Gate-type map:
(6 px per µm)
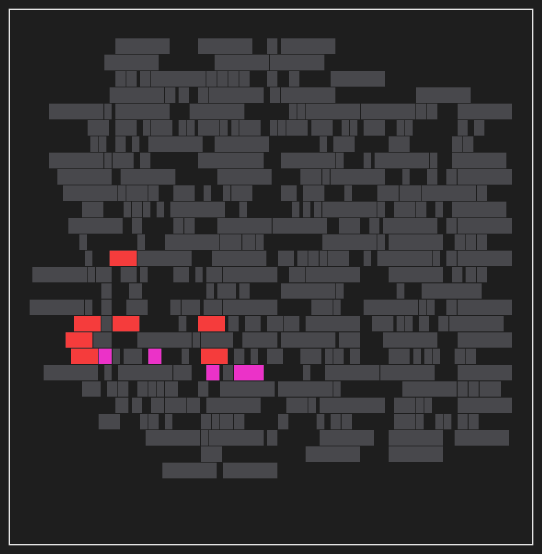
Cell sizes after repair:
(6 px per µm)
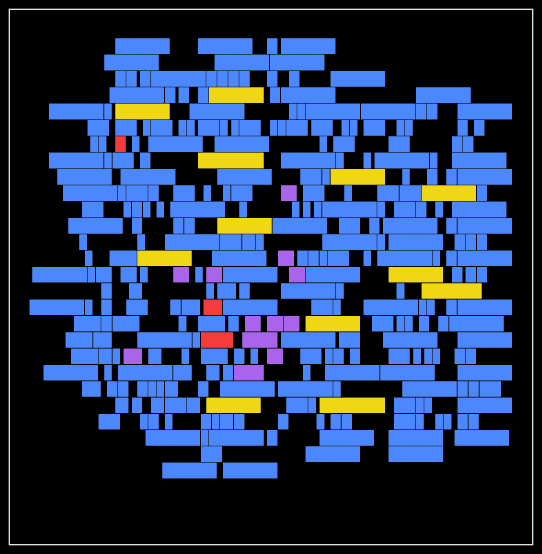
### src/rtl/adc_frame_pkg.sv
// Shared constants, FSM state type and sample formatting for the ADC frame receiver.
// Build option: ADC_OFFSET_BINARY_EN converts samples to offset binary at load.
package adc_frame_pkg;

  localparam int unsigned DATA_W     = 14;
  localparam int unsigned FRAME_BITS = 34;
  localparam int unsigned CH0_OFFSET = 2;
  localparam int unsigned CH1_OFFSET = 18;
  localparam int unsigned CNT_W      = $clog2(FRAME_BITS);

  typedef enum logic [1:0] {
    IDLE,
    CONV,
    SHIFT,
    WAIT_LOW
  } state_t;

  function automatic logic [DATA_W-1:0] to_sample(input logic [DATA_W-1:0] raw);
`ifdef ADC_OFFSET_BINARY_EN
    // Flipping the sign bit maps two's complement onto an unsigned DAC code.
    return {~raw[DATA_W-1], raw[DATA_W-2:0]};
`else
    return raw;
`endif
  endfunction

endpackage

### src/rtl/adc_frame_if.sv
// Signal bundle between the sync controller / ADC pins and the frame receiver.
interface adc_frame_if;

  logic                              enable_adc;
  logic                              spi_miso;
  logic                              ad_conv;
  logic                              spi_sck_en;
  logic [adc_frame_pkg::DATA_W-1:0]  sample_ch0;
  logic [adc_frame_pkg::DATA_W-1:0]  sample_ch1;
  logic                              sample_valid;
  logic                              frame_error;

  modport master (
    output enable_adc, spi_miso,
    input  ad_conv, spi_sck_en, sample_ch0, sample_ch1, sample_valid, frame_error
  );

  modport slave (
    input  enable_adc, spi_miso,
    output ad_conv, spi_sck_en, sample_ch0, sample_ch1, sample_valid, frame_error
  );

endinterface

### src/rtl/adc_frame_shifter.sv
// MSB-first serial-in shift register holding one ADC conversion frame.
module adc_frame_shifter
  import adc_frame_pkg::*;
#(
  parameter int unsigned Width = FRAME_BITS
) (
  input  logic             clock,
  input  logic             reset_n,
  input  logic             clear,
  input  logic             shift_en,
  input  logic             din,
  output logic [Width-1:0] frame
);

  logic [Width-1:0] frame_q;

  always_ff @(posedge clock or negedge reset_n) begin
    if (!reset_n) begin
      frame_q <= '0;
    end else if (clear) begin
      frame_q <= '0;
    end else if (shift_en) begin
      frame_q <= {frame_q[Width-2:0], din};
    end
  end

  assign frame = frame_q;

endmodule

### src/rtl/adc_frame_receiver.sv
// Runs one LTC1407A conversion per enable_adc window: AD_CONV pulse, 34 gated SCKs,
// frame capture and a two-channel sample load. Build option: ADC_OFFSET_BINARY_EN.
module adc_frame_receiver
  import adc_frame_pkg::*;
(
  input logic        clock,
  input logic        reset_n,
  adc_frame_if.slave bus
);

  localparam int unsigned Ch0Msb = FRAME_BITS - 1 - CH0_OFFSET;
  localparam int unsigned Ch1Msb = FRAME_BITS - 1 - CH1_OFFSET;
  localparam logic [CNT_W-1:0] LastBit = CNT_W'(FRAME_BITS - 1);

  state_t              state_q, state_d;
  logic [CNT_W-1:0]    bit_cnt_q, bit_cnt_d;
  logic                ad_conv_q, ad_conv_d;
  logic                sck_en_q, sck_en_d;
  logic                valid_q, valid_d;
  logic                error_q, error_d;
  logic [DATA_W-1:0]   ch0_q, ch0_d;
  logic [DATA_W-1:0]   ch1_q, ch1_d;
  logic                clear;
  logic                shift_en;
  logic [FRAME_BITS-1:0] frame;
  logic [FRAME_BITS-1:0] frame_full;
  logic                unused_frame;

  adc_frame_shifter #(
    .Width (FRAME_BITS)
  ) u_shifter (
    .clock    (clock),
    .reset_n  (reset_n),
    .clear    (clear),
    .shift_en (shift_en),
    .din      (bus.spi_miso),
    .frame    (frame)
  );

  // The last frame bit arrives on the load edge, so slice the post-shift view.
  assign frame_full   = {frame[FRAME_BITS-2:0], bus.spi_miso};
  assign unused_frame = ^frame_full;

  always_comb begin
    state_d   = state_q;
    bit_cnt_d = bit_cnt_q;
    ad_conv_d = 1'b0;
    sck_en_d  = sck_en_q;
    valid_d   = 1'b0;
    error_d   = 1'b0;
    ch0_d     = ch0_q;
    ch1_d     = ch1_q;
    clear     = 1'b0;
    shift_en  = 1'b0;
    case (state_q)
      IDLE: begin
        if (bus.enable_adc) begin
          state_d   = CONV;
          ad_conv_d = 1'b1;
          bit_cnt_d = '0;
          clear     = 1'b1;
        end
      end
      CONV: begin
        if (!bus.enable_adc) begin
          state_d = IDLE;
          error_d = 1'b1;
        end else begin
          state_d  = SHIFT;
          sck_en_d = 1'b1;
        end
      end
      SHIFT: begin
        // The window closes on the final capture edge, so enable_adc is ignored there.
        if (bit_cnt_q == LastBit) begin
          shift_en = 1'b1;
          ch0_d    = to_sample(frame_full[Ch0Msb -: DATA_W]);
          ch1_d    = to_sample(frame_full[Ch1Msb -: DATA_W]);
          valid_d  = 1'b1;
          sck_en_d = 1'b0;
          state_d  = WAIT_LOW;
        end else if (!bus.enable_adc) begin
          sck_en_d = 1'b0;
          error_d  = 1'b1;
          state_d  = IDLE;
        end else begin
          shift_en  = 1'b1;
          bit_cnt_d = bit_cnt_q + 1'b1;
        end
      end
      WAIT_LOW: begin
        if (!bus.enable_adc) begin
          state_d = IDLE;
        end
      end
      default: state_d = IDLE;
    endcase
  end

  always_ff @(posedge clock or negedge reset_n) begin
    if (!reset_n) begin
      state_q   <= IDLE;
      bit_cnt_q <= '0;
      ad_conv_q <= 1'b0;
      sck_en_q  <= 1'b0;
      valid_q   <= 1'b0;
      error_q   <= 1'b0;
      ch0_q     <= '0;
      ch1_q     <= '0;
    end else begin
      state_q   <= state_d;
      bit_cnt_q <= bit_cnt_d;
      ad_conv_q <= ad_conv_d;
      sck_en_q  <= sck_en_d;
      valid_q   <= valid_d;
      error_q   <= error_d;
      ch0_q     <= ch0_d;
      ch1_q     <= ch1_d;
    end
  end

  assign bus.ad_conv      = ad_conv_q;
  assign bus.spi_sck_en   = sck_en_q;
  assign bus.sample_valid = valid_q;
  assign bus.frame_error  = error_q;
  assign bus.sample_ch0   = ch0_q;
  assign bus.sample_ch1   = ch1_q;

endmodule

### src/flat_wrapper.sv
// flat-port wrapper written by rule: the top's interface ports become plain ports
module adc_frame_receiver_flat import adc_frame_pkg::*;
  (clock, reset_n, bus_enable_adc, bus_spi_miso, bus_ad_conv, bus_spi_sck_en, bus_sample_ch0, bus_sample_ch1, bus_sample_valid, bus_frame_error);
  adc_frame_if bus_i ();
  input logic clock;
  input logic reset_n;
  input wire logic [$bits(bus_i.enable_adc)-1:0] bus_enable_adc;
  input wire logic [$bits(bus_i.spi_miso)-1:0] bus_spi_miso;
  output wire logic [$bits(bus_i.ad_conv)-1:0] bus_ad_conv;
  output wire logic [$bits(bus_i.spi_sck_en)-1:0] bus_spi_sck_en;
  output wire logic [$bits(bus_i.sample_ch0)-1:0] bus_sample_ch0;
  output wire logic [$bits(bus_i.sample_ch1)-1:0] bus_sample_ch1;
  output wire logic [$bits(bus_i.sample_valid)-1:0] bus_sample_valid;
  output wire logic [$bits(bus_i.frame_error)-1:0] bus_frame_error;
  assign bus_i.enable_adc = bus_enable_adc;
  assign bus_i.spi_miso = bus_spi_miso;
  assign bus_ad_conv = bus_i.ad_conv;
  assign bus_spi_sck_en = bus_i.spi_sck_en;
  assign bus_sample_ch0 = bus_i.sample_ch0;
  assign bus_sample_ch1 = bus_i.sample_ch1;
  assign bus_sample_valid = bus_i.sample_valid;
  assign bus_frame_error = bus_i.frame_error;
  adc_frame_receiver u_core (.clock(clock), .reset_n(reset_n), .bus(bus_i));
endmodule
### config.mk
export PLATFORM = sky130hd
export DESIGN_NAME = adc_frame_receiver_flat
export DESIGN_NICKNAME = d
export VERILOG_FILES = /design/src/rtl/adc_frame_pkg.sv /design/src/rtl/adc_frame_if.sv /design/src/rtl/adc_frame_shifter.sv /design/src/rtl/adc_frame_receiver.sv /design/src/flat_wrapper.sv
export SDC_FILE = /design/constraint.sdc
export NUM_CORES = 1
export LEC_CHECK = 0
export CORE_AREA = 3 3 84 86
export CTS_BUF_LIST = sky130_fd_sc_hd__clkbuf_16
export DETAILED_ROUTE_END_ITERATION = 7
export DIE_AREA = 0 0 87 89
export DONT_BUFFER_PORTS = 1
export PLACE_DENSITY = 0.68
export SYNTH_ARGS = -nofsm -noshare
export SYNTH_HDL_FRONTEND = slang
export SYNTH_SLANG_ARGS = --single-unit
### constraint.sdc
create_clock -name clock -period 2.4 [get_ports clock]
set_input_delay 0.24 -clock clock [delete_from_list [all_inputs] [get_ports clock]]
set_output_delay 0.24 -clock clock [all_outputs]
set_load 0.005 [all_outputs]
==> results.toml <==
# implementation run metrics
[placement]
gp_congestion = 0.890
dp_hpwl_mm = 3.73
io_buffers = 0
post-place-ws_ns = 0.285
placed_area_mm2 = 0.00321

[final_timing]
finalSetupTns_ns = 0
tightest_slew_ns = 0.434
hold_violations = 0
layout_setup_ws_ns = 0.310
fin_skew_ns = 0.00538
finalSetupViolCount = 0
finalCritPeriodShare = 0.871
period_needed_ns = 2.09
slew_headroom = 0.711
slew_viol_final = 0
rsz0062_at_grt = "no"
hold_ws_ns = 0.0596
max_freq_mhz = 479

[finish]
clkCellAreaFrac = 0.0883
fillCellCount = 548
comb_share = 0.316
diodes = 0
stdcell_area_mm2 = 0.00356
regArea_mm2 = 0.00178
utilization = 0.560
logic_gate_count = 175
final_cell_mix = "dfrtp_1 (71), inv_1 (41), nand2_1 (39), o21ai_0 (39), mux2i_1 (33)"
biggestCellCategory = "sequential cells"
n_all_inverters = 40
layout_top_cell = "dfrtp_1"
largest_reg_flops = 31
ff_count = 71
stdcell_count = 389

[synth]
simple_gate_area_frac = 0.0841
netlist_top_cells_count = "dfrtp_1 (71), inv_1 (40), nand2_1 (39), o21ai_0 (39), mux2i_1 (33)"
avgSynthCellArea_um2 = 10.4
netlist_instances = 303
mux_area_frac = 0.105
synth.logic.top_family = "AND-OR/OR-AND gates"
ys_warn_count = 0
mappedNetlistArea_mm2 = 0.00314
ys_area_mm2 = 0.00314
top_cell_area_share = 0.566
top_cells_by_area = "dfrtp_1 (57%), mux2i_1 (11%), o21ai_0 (6.2%), inv_1 (4.8%), nand2_1 (4.7%)"
synth-compound-area-share = 0.141

[power]
p_clk_w = 0.00139
seq_cell_power_w = 0.00142
maxPowerGroup = "sequential cells"
p_int_w = 0.00257
swShare = 0.299
pg_comb_w = 0.000858
ir_drop_v = 0.000635
power_w = 0.00367

[global_routing]
busiest_layer = "met2"
grt_max_degree = 72
grtUsageMet1 = 0.220
grt_usage = 0.175
antenna_found_initial = 0

[worst_hold_path]
hold_path_depth = 2
worstHoldEndpoint = "u_core.u_shifter.frame[0]"

[clocking]
clkSinkCount = 71
cts_buffer_depth = 2
cts_hold_buf = 2
insertion_delay_ns = 0.33
cts_setup_buffers = 0
cts_tree = "yes"

[routing]
wire_per_inst_um = 15.7
first_pass_iters = 4
wl_met2_mm = 2.90
ant_nets = 0
drt_first_iter_violations = 118
postRouteWirelength_mm = 6.09

[worst_setup_path]
rr_worst_depth = 6
critPathRequiredTime_ns = 2.64
crit_path_max_incr_delay_ns = 0.44
cp-start-kind = "flop"
startpoint = "u_core.state_q[0]"
cp.arrival_ns = 2.33
crit_fanout = 18
endpoint = "u_core.bus.sample_ch0[4]"
slowest_stage = "ha_1"
critical_path.endpoint_type = "flop"

[outcome]
outcome = "completed"

[die]
initial_utilization = 0.494
die_w_um = 87
rows = 29
die_h_um = 89
die_area_mm2 = 0.00774
nWellTaps = 77

[flow_run]
warnings = 31
Back to the opening pictures, 'gate-type map':
family	color	cells
and/or cells	magenta	4
fa/ha/maj cells	red	7

Back to the opening pictures, 'cell sizes after repair':
size	color	cells	share
x1 and smaller	blue	285	91%
x2	red	3	0.96%
x6 and larger	yellow	12	3.8%
x3 and x4	purple	12	3.8%

